==> config.mk <==
export PLATFORM = sky130hd
export DESIGN_NAME = dmem_access_ctrl_rv
export DESIGN_NICKNAME = d
export VERILOG_FILES = /design/src/rtl/dmem_access_ctrl_rv_pkg.sv /design/src/rtl/dmem_lane_align_rv.sv /design/src/rtl/dmem_access_ctrl_rv.sv
export SDC_FILE = /design/constraint.sdc
export NUM_CORES = 1
export LEC_CHECK = 0
export CAP_MARGIN = 30
export CORE_MARGIN = 2
export CORE_UTILIZATION = 41
export DETAILED_ROUTE_END_ITERATION = 10
export PLACE_DENSITY_LB_ADDON = 0.1
export SLEW_MARGIN = 10
export SYNTH_ARGS = -nofsm -noshare
export SYNTH_HDL_FRONTEND = slang
export SYNTH_SLANG_ARGS = --single-unit
==> constraint.sdc <==
create_clock -name iwClk -period 2.8 [get_ports iwClk]
set_clock_uncertainty 0.05 [all_clocks]
set_input_delay 0.28 -clock iwClk [delete_from_list [all_inputs] [get_ports iwClk]]
set_output_delay 0.28 -clock iwClk [all_outputs]
set_load 0.03 [all_outputs]
==> src/rtl/dmem_access_ctrl_rv_pkg.sv <==
// ---------------------------------------------------------------------------
// dmem_access_ctrl_rv_pkg
//
// Purpose: shared constants and types for the RV data-memory access sequencer.
// It holds the memory access width codes, the exception codes reported on
// completion, the sequencer state encoding, and a helper that returns the
// unshifted byte-lane mask for an access width.
//
// Ports: none (package).
// Optional feature macro used by the importing files: DMEM_MISALIGN_SPLIT_EN.
// ---------------------------------------------------------------------------
package dmem_access_ctrl_rv_pkg;

    localparam logic [1:0] MEM_ACCESS_BYTE      = 2'b00;
    localparam logic [1:0] MEM_ACCESS_HALF_WORD = 2'b01;
    localparam logic [1:0] MEM_ACCESS_WORD      = 2'b10;

    localparam logic [3:0] EXCEPTION_SUCCESS          = 4'd0;
    localparam logic [3:0] EXCEPTION_ILLEGAL_INSTR    = 4'd2;
    localparam logic [3:0] EXCEPTION_MISALIGNED_LOAD  = 4'd4;
    localparam logic [3:0] EXCEPTION_BUS_ERROR        = 4'd5;
    localparam logic [3:0] EXCEPTION_MISALIGNED_STORE = 4'd6;

    typedef enum logic [1:0] {
        ST_IDLE  = 2'd0,
        ST_BEAT0 = 2'd1,
        ST_BEAT1 = 2'd2,
        ST_DONE  = 2'd3
    } dmem_state_e;

    // Lane mask for an access that starts at byte 0; an illegal width
    // enables no lanes at all.
    function automatic logic [3:0] base_byte_en(input logic [1:0] access);
        case (access)
            MEM_ACCESS_BYTE:      base_byte_en = 4'b0001;
            MEM_ACCESS_HALF_WORD: base_byte_en = 4'b0011;
            MEM_ACCESS_WORD:      base_byte_en = 4'b1111;
            default:              base_byte_en = 4'b0000;
        endcase
    endfunction

endpackage

==> src/rtl/dmem_lane_align_rv.sv <==
// ---------------------------------------------------------------------------
// dmem_lane_align_rv
//
// Purpose: purely combinational byte-lane steering for data-memory accesses.
// It treats an access as living in a 64-bit window made of the aligned word
// (low half) and the following word (high half), which covers both single-beat
// accesses and accesses split across two words.
//
// Ports:
//   access      in  2   access width code
//   offset      in  2   byte offset inside the aligned word
//   sign_extend in  1   sign-extend the load result
//   beat_sel    in  1   0 = lanes for the aligned word, 1 = lanes for word+4
//   store_data  in  32  right-aligned store data
//   rword_lo    in  32  read word from the aligned word
//   rword_hi    in  32  read word from word+4 (zero for single-beat accesses)
//   byte_en     out 4   byte enables for the selected beat
//   bus_wdata   out 32  lane-shifted store data for the selected beat
//   load_data   out 32  shifted, masked and extended load result
//
// Optional feature macro in the system: DMEM_MISALIGN_SPLIT_EN (this block is
// identical in both builds; the top decides whether beat_sel/rword_hi are used).
// ---------------------------------------------------------------------------
module dmem_lane_align_rv
    import dmem_access_ctrl_rv_pkg::*;
(
    input  logic [1:0]  access,
    input  logic [1:0]  offset,
    input  logic        sign_extend,
    input  logic        beat_sel,
    input  logic [31:0] store_data,
    input  logic [31:0] rword_lo,
    input  logic [31:0] rword_hi,
    output logic [3:0]  byte_en,
    output logic [31:0] bus_wdata,
    output logic [31:0] load_data
);

    logic [4:0]  shamt;
    logic [7:0]  ben_wide;
    logic [63:0] wdata_wide;
    logic [31:0] rd_shift;

    // Shifting into the 64-bit window lets bytes that cross the word
    // boundary fall naturally into the high half for the second beat.
    always_comb begin
        shamt      = {offset, 3'b000};
        ben_wide   = {4'b0000, base_byte_en(access)} << offset;
        wdata_wide = {32'h0, store_data} << shamt;
        rd_shift   = 32'({rword_hi, rword_lo} >> shamt);

        byte_en   = beat_sel ? ben_wide[7:4]     : ben_wide[3:0];
        bus_wdata = beat_sel ? wdata_wide[63:32] : wdata_wide[31:0];

        case (access)
            MEM_ACCESS_BYTE:
                load_data = sign_extend ? {{24{rd_shift[7]}}, rd_shift[7:0]}
                                        : {24'h0, rd_shift[7:0]};
            MEM_ACCESS_HALF_WORD:
                load_data = sign_extend ? {{16{rd_shift[15]}}, rd_shift[15:0]}
                                        : {16'h0, rd_shift[15:0]};
            default:
                load_data = rd_shift;
        endcase
    end

endmodule

==> src/rtl/dmem_access_ctrl_rv.sv <==
// ---------------------------------------------------------------------------
// dmem_access_ctrl_rv
//
// Purpose: multi-cycle data-memory access sequencer between decode/execute
// and the data bus. Latches a load/store request, checks legality and
// alignment, runs one (or two, when split) request/ack bus beats with byte
// lane steering, stalls the core meanwhile, and reports the extended load
// data plus an exception code with a one-cycle done pulse.
//
// Parameter: TIMEOUT_CYCLES (>=1) - beat cycles without ack before bus error.
//
// Ports:
//   iwClk, iwRst         clock, synchronous active-high reset
//   iwReq                load/store request level (held while stalled)
//   iwWrite              1 = store, 0 = load
//   iwSignExtend         sign-extend the load result
//   iwAccess             access width code (2'b11 is illegal)
//   iwAddr, iwWData      effective byte address, right-aligned store data
//   owStall              freeze the core while the access is in flight
//   owDone               one-cycle completion pulse
//   owRData, owException load result and exception code, valid with owDone
//   owBusReq, owBusWe    bus request and write strobe
//   owBusAddr            word-aligned bus address
//   owBusByteEn          byte-lane enables
//   owBusWData           lane-shifted store data
//   iwBusAck, iwBusRData bus beat completion and read data
//
// Macro DMEM_MISALIGN_SPLIT_EN: when defined, misaligned words and halves at
// offset 3 run as two bus beats instead of raising a misaligned exception.
// ---------------------------------------------------------------------------
module dmem_access_ctrl_rv
    import dmem_access_ctrl_rv_pkg::*;
#(
    parameter int TIMEOUT_CYCLES = 255
)(
    input  logic        iwClk,
    input  logic        iwRst,
    input  logic        iwReq,
    input  logic        iwWrite,
    input  logic        iwSignExtend,
    input  logic [1:0]  iwAccess,
    input  logic [31:0] iwAddr,
    input  logic [31:0] iwWData,
    output logic        owStall,
    output logic        owDone,
    output logic [31:0] owRData,
    output logic [3:0]  owException,
    output logic        owBusReq,
    output logic        owBusWe,
    output logic [31:0] owBusAddr,
    output logic [3:0]  owBusByteEn,
    output logic [31:0] owBusWData,
    input  logic        iwBusAck,
    input  logic [31:0] iwBusRData
);

    localparam int CNT_W = (TIMEOUT_CYCLES > 1) ? $clog2(TIMEOUT_CYCLES) : 1;
    localparam logic [CNT_W-1:0] CNT_LAST = CNT_W'(TIMEOUT_CYCLES - 1);

    dmem_state_e      state_q, state_d;
    logic [CNT_W-1:0] count_q, count_d;
    logic             write_q, write_d;
    logic             sext_q, sext_d;
    logic [1:0]       access_q, access_d;
    logic [1:0]       offset_q, offset_d;
    logic [31:0]      wdata_q, wdata_d;
    logic             bus_req_q, bus_req_d;
    logic             bus_we_q, bus_we_d;
    logic [31:0]      bus_addr_q, bus_addr_d;
    logic [3:0]       bus_ben_q, bus_ben_d;
    logic [31:0]      bus_wdata_q, bus_wdata_d;
    logic             done_q, done_d;
    logic [31:0]      rdata_q, rdata_d;
    logic [3:0]       exc_q, exc_d;
`ifdef DMEM_MISALIGN_SPLIT_EN
    logic             split_q, split_d;
    logic [31:0]      rword_q, rword_d;
    logic             req_split;
`endif

    logic        in_idle;
    logic        req_illegal;
    logic        req_misaligned;
    logic        finish;
    logic        abort;
    logic [1:0]  al_access;
    logic [1:0]  al_offset;
    logic        al_sext;
    logic        al_beat_sel;
    logic [31:0] al_store;
    logic [31:0] al_rlo;
    logic [31:0] al_rhi;
    logic [3:0]  al_byte_en;
    logic [31:0] al_wdata;
    logic [31:0] al_load;

    // In IDLE the lane logic looks at the live request so the first beat can
    // be registered on the request edge; afterwards it uses the latched copy.
    always_comb begin
        in_idle     = (state_q == ST_IDLE);
        al_access   = in_idle ? iwAccess     : access_q;
        al_offset   = in_idle ? iwAddr[1:0]  : offset_q;
        al_sext     = in_idle ? iwSignExtend : sext_q;
        al_store    = in_idle ? iwWData      : wdata_q;
        req_illegal = (iwAccess == 2'b11);
`ifdef DMEM_MISALIGN_SPLIT_EN
        // While not idle the only lane set still to be issued is word+4.
        al_beat_sel    = !in_idle;
        al_rlo         = (state_q == ST_BEAT1) ? rword_q    : iwBusRData;
        al_rhi         = (state_q == ST_BEAT1) ? iwBusRData : 32'h0;
        req_misaligned = 1'b0;
        req_split      = ((iwAccess == MEM_ACCESS_WORD) && (iwAddr[1:0] != 2'b00)) ||
                         ((iwAccess == MEM_ACCESS_HALF_WORD) && (iwAddr[1:0] == 2'b11));
`else
        al_beat_sel    = 1'b0;
        al_rlo         = iwBusRData;
        al_rhi         = 32'h0;
        req_misaligned = ((iwAccess == MEM_ACCESS_HALF_WORD) && iwAddr[0]) ||
                         ((iwAccess == MEM_ACCESS_WORD) && (iwAddr[1:0] != 2'b00));
`endif
    end

    dmem_lane_align_rv u_lane_align (
        .access      (al_access),
        .offset      (al_offset),
        .sign_extend (al_sext),
        .beat_sel    (al_beat_sel),
        .store_data  (al_store),
        .rword_lo    (al_rlo),
        .rword_hi    (al_rhi),
        .byte_en     (al_byte_en),
        .bus_wdata   (al_wdata),
        .load_data   (al_load)
    );

    // Stall asserts combinationally on the request cycle and drops in DONE
    // so the core can retire the instruction on the completion pulse.
    assign owStall = (in_idle && iwReq) || (state_q == ST_BEAT0) || (state_q == ST_BEAT1);

    // Next-state logic. An ack in the last counted cycle is checked before
    // the timeout, so an ack coinciding with expiry completes normally.
    always_comb begin
        state_d     = state_q;
        count_d     = count_q;
        write_d     = write_q;
        sext_d      = sext_q;
        access_d    = access_q;
        offset_d    = offset_q;
        wdata_d     = wdata_q;
        bus_req_d   = bus_req_q;
        bus_we_d    = bus_we_q;
        bus_addr_d  = bus_addr_q;
        bus_ben_d   = bus_ben_q;
        bus_wdata_d = bus_wdata_q;
        rdata_d     = rdata_q;
        exc_d       = exc_q;
        finish      = 1'b0;
        abort       = 1'b0;
`ifdef DMEM_MISALIGN_SPLIT_EN
        split_d     = split_q;
        rword_d     = rword_q;
`endif

        case (state_q)
            ST_IDLE: begin
                if (iwReq) begin
                    write_d  = iwWrite;
                    sext_d   = iwSignExtend;
                    access_d = iwAccess;
                    offset_d = iwAddr[1:0];
                    wdata_d  = iwWData;
`ifdef DMEM_MISALIGN_SPLIT_EN
                    split_d  = req_split;
`endif
                    if (req_illegal || req_misaligned) begin
                        state_d = ST_DONE;
                        rdata_d = 32'h0;
                        if (req_illegal)
                            exc_d = EXCEPTION_ILLEGAL_INSTR;
                        else
                            exc_d = iwWrite ? EXCEPTION_MISALIGNED_STORE
                                            : EXCEPTION_MISALIGNED_LOAD;
                    end else begin
                        state_d     = ST_BEAT0;
                        bus_req_d   = 1'b1;
                        bus_we_d    = iwWrite;
                        bus_addr_d  = {iwAddr[31:2], 2'b00};
                        bus_ben_d   = al_byte_en;
                        bus_wdata_d = al_wdata;
                        count_d     = '0;
                    end
                end
            end
            ST_BEAT0: begin
                if (iwBusAck) begin
`ifdef DMEM_MISALIGN_SPLIT_EN
                    if (split_q) begin
                        rword_d     = iwBusRData;
                        state_d     = ST_BEAT1;
                        bus_addr_d  = bus_addr_q + 32'd4;
                        bus_ben_d   = al_byte_en;
                        bus_wdata_d = al_wdata;
                        count_d     = '0;
                    end else begin
                        finish = 1'b1;
                    end
`else
                    finish = 1'b1;
`endif
                end else if (count_q == CNT_LAST) begin
                    abort = 1'b1;
                end else begin
                    count_d = count_q + CNT_W'(1);
                end
            end
`ifdef DMEM_MISALIGN_SPLIT_EN
            ST_BEAT1: begin
                if (iwBusAck)
                    finish = 1'b1;
                else if (count_q == CNT_LAST)
                    abort = 1'b1;
                else
                    count_d = count_q + CNT_W'(1);
            end
`endif
            ST_DONE: begin
                state_d = ST_IDLE;
                rdata_d = 32'h0;
                exc_d   = EXCEPTION_SUCCESS;
            end
            default: begin
                state_d = ST_IDLE;
            end
        endcase

        // Completion and timeout both release the bus and report in DONE.
        if (finish || abort) begin
            state_d     = ST_DONE;
            bus_req_d   = 1'b0;
            bus_we_d    = 1'b0;
            bus_addr_d  = 32'h0;
            bus_ben_d   = 4'h0;
            bus_wdata_d = 32'h0;
            rdata_d     = (finish && !write_q) ? al_load : 32'h0;
            exc_d       = finish ? EXCEPTION_SUCCESS : EXCEPTION_BUS_ERROR;
        end

        done_d = (state_d == ST_DONE);
    end

    // State and registered outputs; reset wins over any pending ack.
    always_ff @(posedge iwClk) begin
        if (iwRst) begin
            state_q     <= ST_IDLE;
            count_q     <= '0;
            write_q     <= 1'b0;
            sext_q      <= 1'b0;
            access_q    <= MEM_ACCESS_BYTE;
            offset_q    <= 2'b00;
            wdata_q     <= 32'h0;
            bus_req_q   <= 1'b0;
            bus_we_q    <= 1'b0;
            bus_addr_q  <= 32'h0;
            bus_ben_q   <= 4'h0;
            bus_wdata_q <= 32'h0;
            done_q      <= 1'b0;
            rdata_q     <= 32'h0;
            exc_q       <= EXCEPTION_SUCCESS;
`ifdef DMEM_MISALIGN_SPLIT_EN
            split_q     <= 1'b0;
            rword_q     <= 32'h0;
`endif
        end else begin
            state_q     <= state_d;
            count_q     <= count_d;
            write_q     <= write_d;
            sext_q      <= sext_d;
            access_q    <= access_d;
            offset_q    <= offset_d;
            wdata_q     <= wdata_d;
            bus_req_q   <= bus_req_d;
            bus_we_q    <= bus_we_d;
            bus_addr_q  <= bus_addr_d;
            bus_ben_q   <= bus_ben_d;
            bus_wdata_q <= bus_wdata_d;
            done_q      <= done_d;
            rdata_q     <= rdata_d;
            exc_q       <= exc_d;
`ifdef DMEM_MISALIGN_SPLIT_EN
            split_q     <= split_d;
            rword_q     <= rword_d;
`endif
        end
    end

    assign owDone      = done_q;
    assign owRData     = rdata_q;
    assign owException = exc_q;
    assign owBusReq    = bus_req_q;
    assign owBusWe     = bus_we_q;
    assign owBusAddr   = bus_addr_q;
    assign owBusByteEn = bus_ben_q;
    assign owBusWData  = bus_wdata_q;

endmodule

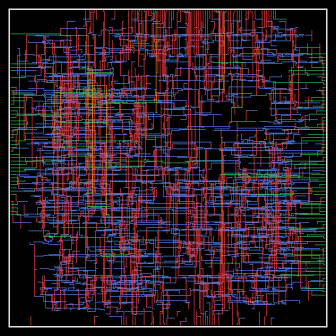
Fig. 1. Metal layers overlaid.
[metal 1] blue | wire length: 9080 µm
[metal 3] green | wire length: 1270 µm
[metal 2] red | wire length: 8950 µm
[metal 4] orange | wire length: 371 µm

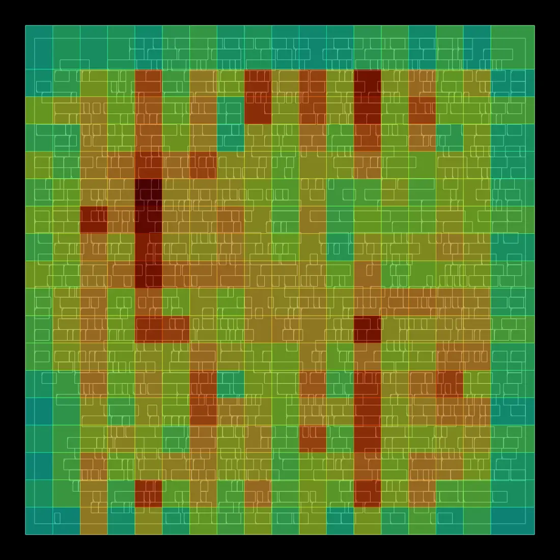
Fig. 2. Routing congestion map.
grt met2 use: 0.372
total global routing track utilization: 0.235
layer with the highest usage: met2
Routed WL per cell: 16.5 µm

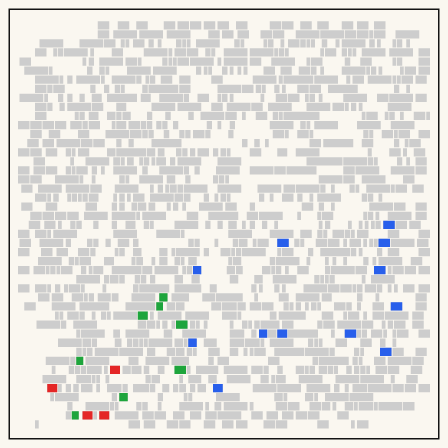
Fig. 3. Selected gate families.
[and/or cells] green | cells: 8
[xor and xnor cells] red | cells: 4 | where: south-west
[non-inverting ao/oa cells] blue | cells: 12

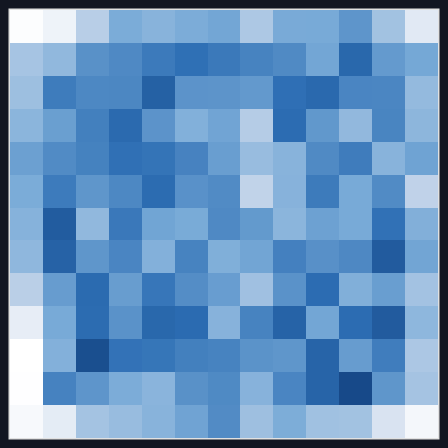
Fig. 4. Cell area per tile.
The die is cut into 13 by 13 equal tiles; white is low, dark blue is high, 0 to 100% covered.
mean over tiles: 55%
nearly empty tiles: 1.8%
emptiest ninth of the die: south-west
fullest tile: 90%
tiles over 75% full: 12%

==> cells by family after synthesis <==
group / share of synthesized area
simple gates: 0.229
fa+ha+maj: 0.0118
buf+inv: 0.0497
other cells: 0.000592
mux: 0.0880
compound gates: 0.183
xor+xnor: 0.00553
flops: 0.433
==> final cells by class <==
class	instances	area, µm²
Timing Repair Buffer	236	2350
Multi-Input combinational cell	591	3300
Clock inverter	15	163
Clock buffer	17	425
Tap cell	188	235
Fill cell	1402	5910
Sequential cell	137	2740
Inverter	4	15.0
==> cell usage after synthesis (5+ instances only) <==
master	count	area share
sky130_fd_sc_hd__o21ai_0	31	0.024
sky130_fd_sc_hd__nor2b_1	11	0.011
sky130_fd_sc_hd__nand2_1	205	0.12
sky130_fd_sc_hd__buf_1	7	0.0041
sky130_fd_sc_hd__o221ai_1	8	0.011
sky130_fd_sc_hd__a32o_1	7	0.011
sky130_fd_sc_hd__a211oi_1	9	0.011
sky130_fd_sc_hd__nand3_1	39	0.031
sky130_fd_sc_hd__nor3_1	23	0.018
sky130_fd_sc_hd__clkbuf_1	37	0.022
sky130_fd_sc_hd__o21ai_1	8	0.0063
sky130_fd_sc_hd__buf_4	5	0.0059
sky130_fd_sc_hd__o31ai_1	7	0.0083
sky130_fd_sc_hd__a21oi_1	115	0.091
sky130_fd_sc_hd__ha_1	6	0.012
sky130_fd_sc_hd__mux2i_1	43	0.068
sky130_fd_sc_hd__buf_2	15	0.012
sky130_fd_sc_hd__nor2_1	31	0.018
sky130_fd_sc_hd__dfxtp_1	137	0.43
==> metal layers <==
metal,vias up,global-route usage
met5,-,0
met4,0,0.0782
met3,26,0.0524
met2,205,0.372
met1,2876,0.320
li1,3128,-
==> run notes <==
Implementation progress

The run finished with clean final reports. The data arrival time of the critical path stands at 2.73 ns. The region available for standard cell placement spans 15100 µm².

The worst-case headroom to the max-slew limit stands at 0.622. Clock tree synthesis inserted a total of 17 buffers. The number of distinct standard cells referenced by the synthesized netlist stands at 53. At the end of the flow the core is filled with cells to 0.610. The count of buffers added on input and output ports is 208. The post-CTS setup repair buffer count stands at 0. Setup slack on the worst reg-to-reg path comes out at 0.37 ns. The sum of met2 wire segment lengths after detailed routing stands at 8950 µm. The detailed placement HPWL stands at 13900 µm. CTS placed an instance of sky130_fd_sc_hd__clkbuf_16 at the clock tree root. The total overflow left after global routing is 0. The number of nets in the layout stands at 1097.

The pin count of the biggest net entering global routing stands at 76. Setup slack on the critical path of the routed design comes to 0.368 ns. The combinational power stands at 1.30 mW. For the final routed database, the setup TNS stands at 0 ns. The tool flagged a number of max-cap violations equal to 0. According to the floorplan report, the die width is 128 µm. The number of antenna diodes in the final layout is 0. The initial antenna violation count was 0. By startpoint and endpoint, the worst setup path is classified as register to register. Ranked by power, first place goes to clock. After detailed routing, the met3 layer carries 1270 µm of wire. The tool warning count for the run is 30. The time the worst path needs with I/O delays and setup stands at 2.43 ns. The clock transition time at the flip-flop clock pins of the worst setup and hold paths stands at 0.06 ns.

The share of final-layout standard cells stronger than drive strength 1 stands at 0.0820. Per STA, the worst path is made up of nor2_8 > mux2i_1 > buf_4 > ha_1 > nand2_1 > o21ai_0 > nand4_1 > nand3_1. Tracing the worst setup path back leads to its startpoint at state_q[0]$_SDFF_PP0_. The pin closest to its max-slew limit shows a slew of 0.551 ns.

The post-synthesis instance total stands at 796. The via count of the first global-routing pass stands at 5855. The internal power of the cells stands at 3.91 mW. The post-route met1 wirelength stands at 9080 µm. After layout, the design draws a total of 5.65 mW. Yosys reported that registers with async set or reset make up 0. The final report gives the standard cell area, fillers excluded, as 9240 µm².

The flow reported a cell area power density of 611 nW/µm². The residual antenna-violating net count after detailed routing stands at 0. Counting every sink on the clock net gives 137. The yosys stat cell total stands at 796. STA classifies the critical path startpoint as a register. Per STA, the worst path accumulates the most delay in the family simple AND/OR/NAND/NOR gates. The critical path endpoint has a required time of 3.09 ns.
Power and IR drop assume default switching activity.
